Fig. 1: run 1, gate-type map
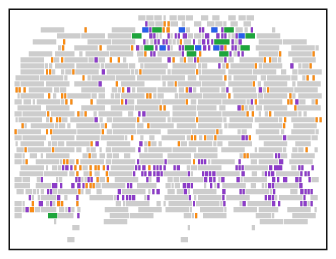
Fig. 2: run 1, clock wiring as the flow saved it
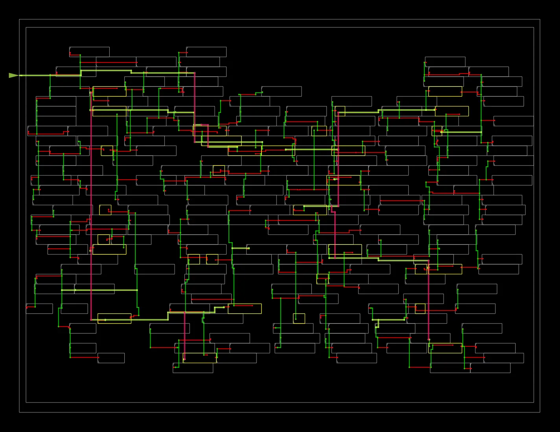
Fig. 3: run 1, signal wires on met2
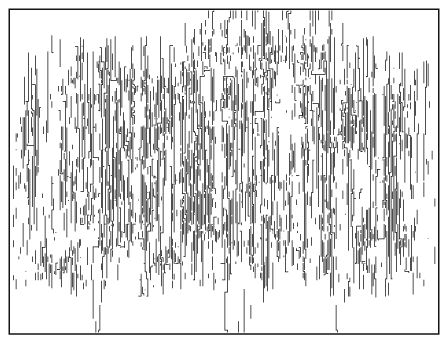
$ cat src/rtl/pc_table_pkg.sv
// Shared types and constants for the run-time programmable branch-target table.
package pc_table_pkg;

    typedef enum logic {
        INIT  = 1'b0,
        READY = 1'b1
    } state_t;

    // Field values written into every entry by the clear sweep.
    localparam logic CLR_VALID = 1'b0;
    localparam logic CLR_REL   = 1'b0;
    localparam int   CLR_DATA  = 0;

endpackage

$ cat src/rtl/pc_target_table.sv
// Branch-target table for fetch: flop storage, clear-sweep FSM and a
// zero-latency read path that resolves PC-relative entries.
module pc_target_table
    import pc_table_pkg::*;
#(
    parameter int D = 10,
    parameter int A = 4
) (
    input  logic         clk,
    input  logic         reset,
    input  logic [D-1:0] pc_in,
    input  logic [A-1:0] rd_addr,
    output logic [D-1:0] target,
    output logic         rd_valid,
    output logic         rd_rel,
    input  logic         wr_en,
    input  logic [A-1:0] wr_addr,
    input  logic [D-1:0] wr_data,
    input  logic         wr_rel,
    input  logic         flush,
    output logic         busy
);

    localparam int DEPTH = 2 ** A;

    typedef struct packed {
        logic         valid;
        logic         rel;
        logic [D-1:0] data;
    } entry_t;

    localparam entry_t CLR_ENTRY = '{
        valid: CLR_VALID,
        rel:   CLR_REL,
        data:  D'(CLR_DATA)
    };

    state_t       state_q;
    state_t       state_d;
    logic [A-1:0] idx_q;
    logic [A-1:0] idx_d;
    logic         clr;
    logic         wr_ok;
    entry_t       mem [DEPTH];
    entry_t       rd_entry;

    always_ff @(posedge clk) begin
        if (reset) begin
            state_q <= INIT;
            idx_q   <= '0;
        end else begin
            state_q <= state_d;
            idx_q   <= idx_d;
        end
    end

    always_comb begin
        state_d = state_q;
        idx_d   = idx_q;
        clr     = 1'b0;
        wr_ok   = 1'b0;
        unique case (state_q)
            INIT: begin
                clr   = ~reset;
                idx_d = idx_q + 1'b1;
                if (idx_q == A'(DEPTH - 1)) begin
                    state_d = READY;
                end
            end
            READY: begin
                // flush takes priority over a same-cycle write
                if (flush) begin
                    state_d = INIT;
                    idx_d   = '0;
                end else begin
                    wr_ok = wr_en & ~reset;
                end
            end
            default: begin
                state_d = INIT;
                idx_d   = '0;
            end
        endcase
    end

    always_ff @(posedge clk) begin
        if (clr) begin
            mem[idx_q] <= CLR_ENTRY;
        end else if (wr_ok) begin
            mem[wr_addr] <= '{valid: 1'b1, rel: wr_rel, data: wr_data};
        end
    end

    assign busy = reset | (state_q == INIT);

    // Carry-out of the relative add is dropped: targets wrap modulo 2**D.
    always_comb begin
        rd_entry = mem[rd_addr];
        rd_valid = rd_entry.valid;
        rd_rel   = rd_entry.rel;
        if (rd_entry.valid && rd_entry.rel) begin
            target = pc_in + rd_entry.data;
        end else begin
            target = rd_entry.data;
        end
    end

endmodule

$ cat config.mk
export PLATFORM = sky130hd
export DESIGN_NAME = pc_target_table
export DESIGN_NICKNAME = d
export VERILOG_FILES = /design/src/rtl/pc_table_pkg.sv /design/src/rtl/pc_target_table.sv
export SDC_FILE = /design/constraint.sdc
export NUM_CORES = 1
export LEC_CHECK = 0
export ABC_AREA = 1
export CORE_ASPECT_RATIO = 0.75
export CORE_MARGIN = 1.5
export CORE_UTILIZATION = 59
export DETAILED_ROUTE_END_ITERATION = 8
export PLACE_DENSITY = 0.84
export SLEW_MARGIN = 5
export SYNTH_ARGS = -nofsm -noshare
export SYNTH_HDL_FRONTEND = slang
export SYNTH_SLANG_ARGS = --single-unit
export TNS_END_PERCENT = 20
$ cat constraint.sdc
create_clock -name clk -period 5.3 [get_ports clk]
set_clock_uncertainty 0.1 [all_clocks]
set_input_delay 0.795 -clock clk [delete_from_list [all_inputs] [get_ports clk]]
set_output_delay 0.795 -clock clk [all_outputs]
set_load 0.005 [all_outputs]
==> ci_impl_report.md, run 1 <==
### Yosys + OpenROAD results

| Metric | Value |
|---|---|
| Cell Type Count | 37 |
| DRC Markers | 0 |
| Hold WC Path Type | register to register |
| CP max-delay cell | clkdlybuf4s50_1 |
| Reg2Reg Depth | 8 |
| Final worst slack | 0.425 ns |
| Final Util | 0.691 |
| Slew Viols, Final | 0 |
| Crit path time final | just under 5 ns |
| Outcome | complete, no violations |
| Clock Path Buffers | 2 |
| Flop share of the area | 0.587 |
| Sw frac | 0.240 |
| Initial antenna violation count | 0 |
| Dominant kind of cell by area | flip-flops and latches |
| Num rows | 38 |
| M3 GR Usage | 0.0607 |
| Diode count | 0 |
| Mux area share | 0 |
| FF-to-FF Start | state_q |
| Post-Synthesis Cells | 780 |
| Comb pwr | about 0.00033 W |
| Cell family with most CP delay | buffers and inverters |
| Ys Warns | 0 |
| Most numerous logic cells after layout | edfxtp_1 (192), nand2_1 (128), nor2_1 (127) |
Notes on Fig. 1 above:
| family | color | cells | most used |
|---|---|---|---|
| adder and majority cells | green | 11 | ha_1 |
| XOR/XNOR gates | blue | 7 | xnor2_1 |
| NOR gates | orange | 130 | nor2_1 |
| NAND gates | purple | 193 | nand2_1 |
dominant logic cell type in the layout: edfxtp_1
logic share of the area: 0.232
Layout Cells excl Fill: 1050

Notes on Fig. 2 above:
clkbuf count: 17
CTS sink count: 197
TritonCTS Buffers: 17
FF+latch count: 197

Notes on Fig. 3 above:
share of all routed wire: 45%
wire length on this layer: 9340 um
main direction: vertical

-- run 1: Yosys cell counts (2+ instances only) --
library cell	number	area share
edfxtp_1	192	0.66
o21ai_1	9	0.0052
nor2_1	127	0.055
ha_1	10	0.014
buf_4	7	0.0060
a21oi_1	7	0.0040
buf_2	16	0.0092
nand4_1	3	0.0022
o21ai_0	74	0.042
buf_6	9	0.012
nand2_1	128	0.055
clkbuf_1	6	0.0026
nand2_2	2	0.0014
xnor2_1	6	0.0060
inv_1	65	0.028
nor3_1	2	0.0011
o221ai_1	16	0.016
o211ai_1	20	0.017
a31oi_1	2	0.0014
dfxtp_1	5	0.011
nand3_1	58	0.033
-- run 1: flip-flops by register name (all words and copies together), names as in the netlist --
name and cells:
idx_q 4, mem 192, state_q 1
==> run 1 -> run 2 <==
SKIP_CTS_REPAIR_TIMING = 1   (was unset)
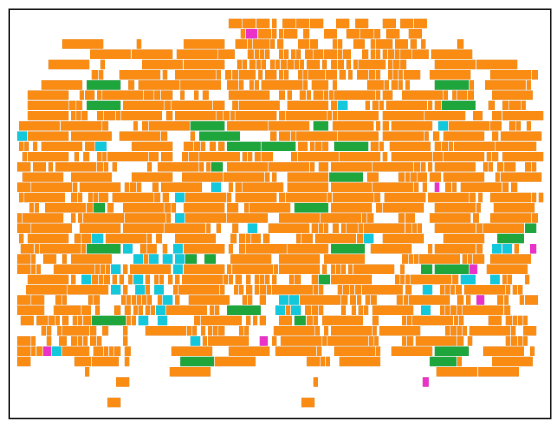
Fig. 4. Cells by drive strength (run 2).
| size | color | cells | share |
|---|---|---|---|
| drive 1 or less | orange | 774 | 91% |
| drive 2 | magenta | 8 | 0.94% |
| drive 6 and up | green | 29 | 3.4% |
| drive 3 to 4 | cyan | 39 | 4.6% |
P&R area growth vs syn: 14.5%
Final Cell Area: 9990 um^2
final worst slack: 0.425 ns

==> ci_impl_report.md, run 2 <==
### Yosys + OpenROAD results

| Metric | Value |
|---|---|
| Critical path endpoint | target[9] |
| Slew Viols, Final | 0 |
| Cells in synth_stat.txt | ~800 |
| Layout Cells excl Fill | 1050 |
| Outcome | complete, no violations |
| CP max-delay cell | clkdlybuf4s50_1 |
| FF-to-FF Start | state_q |
| Final Util | 0.691 |
| Die X | 143 um |
| Ys Warns | 0 |
| Hold WC Path Type | register to register |
| M3 GR Usage | 0.0607 |
| Cell family with most CP delay | buffers and inverters |
| Cell Type Count | 37 |
| Metal3 WL | 2.21 mm |
| DP HPWL | 12.7 mm |
| Post-Synthesis Cells | 780 |
| Vias in the first global route | 5678 |
| Most numerous logic cells after layout | edfxtp_1 (192), nand2_1 (128), nor2_1 (127) |
| Placement Cell Area | 9420 um^2 |
| Num rows | 38 |
| CP dominant cell by count | nand2_1 |
| Main area contributors | edfxtp_1 (66%), nand2_1 (5.5%), nor2_1 (5.5%) |
| GR Util All Layers | 0.279 |
| Cell type with the largest total area | edfxtp_1 |
| Met2 Track Usage GR | 0.424 |
| Yosys chip area | 8720 um^2 |
| Most common cell in the synthesized netlist | edfxtp_1 |
| Largest reg by FF count | mem |
| Diode count | 0 |
| Dominant register cell | edfxtp_1 |
| Largest register FFs | 192 |
| Dominant logic cell type in the layout | edfxtp_1 |
| Reg2Reg Depth | 8 |
| Area leader share | 0.661 |
| Crit path time final | 4.87 ns |
| Initial antenna violation count | 0 |
| CTS sink count | 197 |
| DRC Markers | 0 |
| Post-synth top cells | edfxtp_1 (192), nand2_1 (128), nor2_1 (127) |
| Critical Path Stages | 18 |
| First-pass DRT Iterations | 5 |
| Biggest regs | mem x192, idx_q x4, state_q x1 |
| Met2 wire len | roughly 9.3 mm |
| Mux area share | 0 |
| TritonCTS Buffers | 17 |
| Cell Area, Synth | 8720 um^2 |
| Clock Path Buffers | 2 |
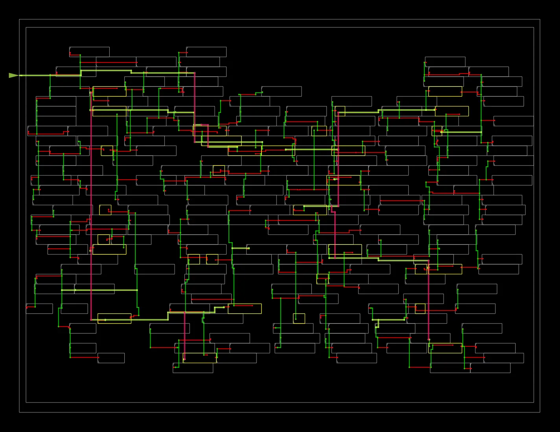
Fig. 5. Clock wiring as the flow saved it (run 2).
clk latency late pin: 0.44 ns
reported clock group power: 0.00125 W

## run 2: cell counts after synthesis
Identical to the previous run, type by type.
## run 2: report_power, final
| part | switching [W] | internal (W) | total, W |
|---|---|---|---|
| Combinational | 0.000192 | 0.000134 | 0.000325 |
| Clock | 0.000593 | 0.000660 | 0.00125 |
| Sequential | 0.00000640 | 0.00171 | 0.00171 |
## run 2: final cells by class
class                           count  area [um^2]  area share
Sequential cell                   197         5870       0.587
Multi-Input combinational cell    475         2320       0.232
Timing Repair Buffer               80          728      0.0729
Clock buffer                       17          425      0.0426
Inverter                           67          256      0.0257
Tap cell                          200          250      0.0251
Clock inverter                     14          143      0.0143
## run 2: cells by family (layout without fill, tap and decap cells)
family	Yosys count	after routing
flops	197	197
xor+xnor	7	7
simple gates	324	324
buf+inv	108	178
compound gates	133	133
fa+ha+maj	11	11
Power figures rest on the tool's default switching activity, not on a simulated workload.
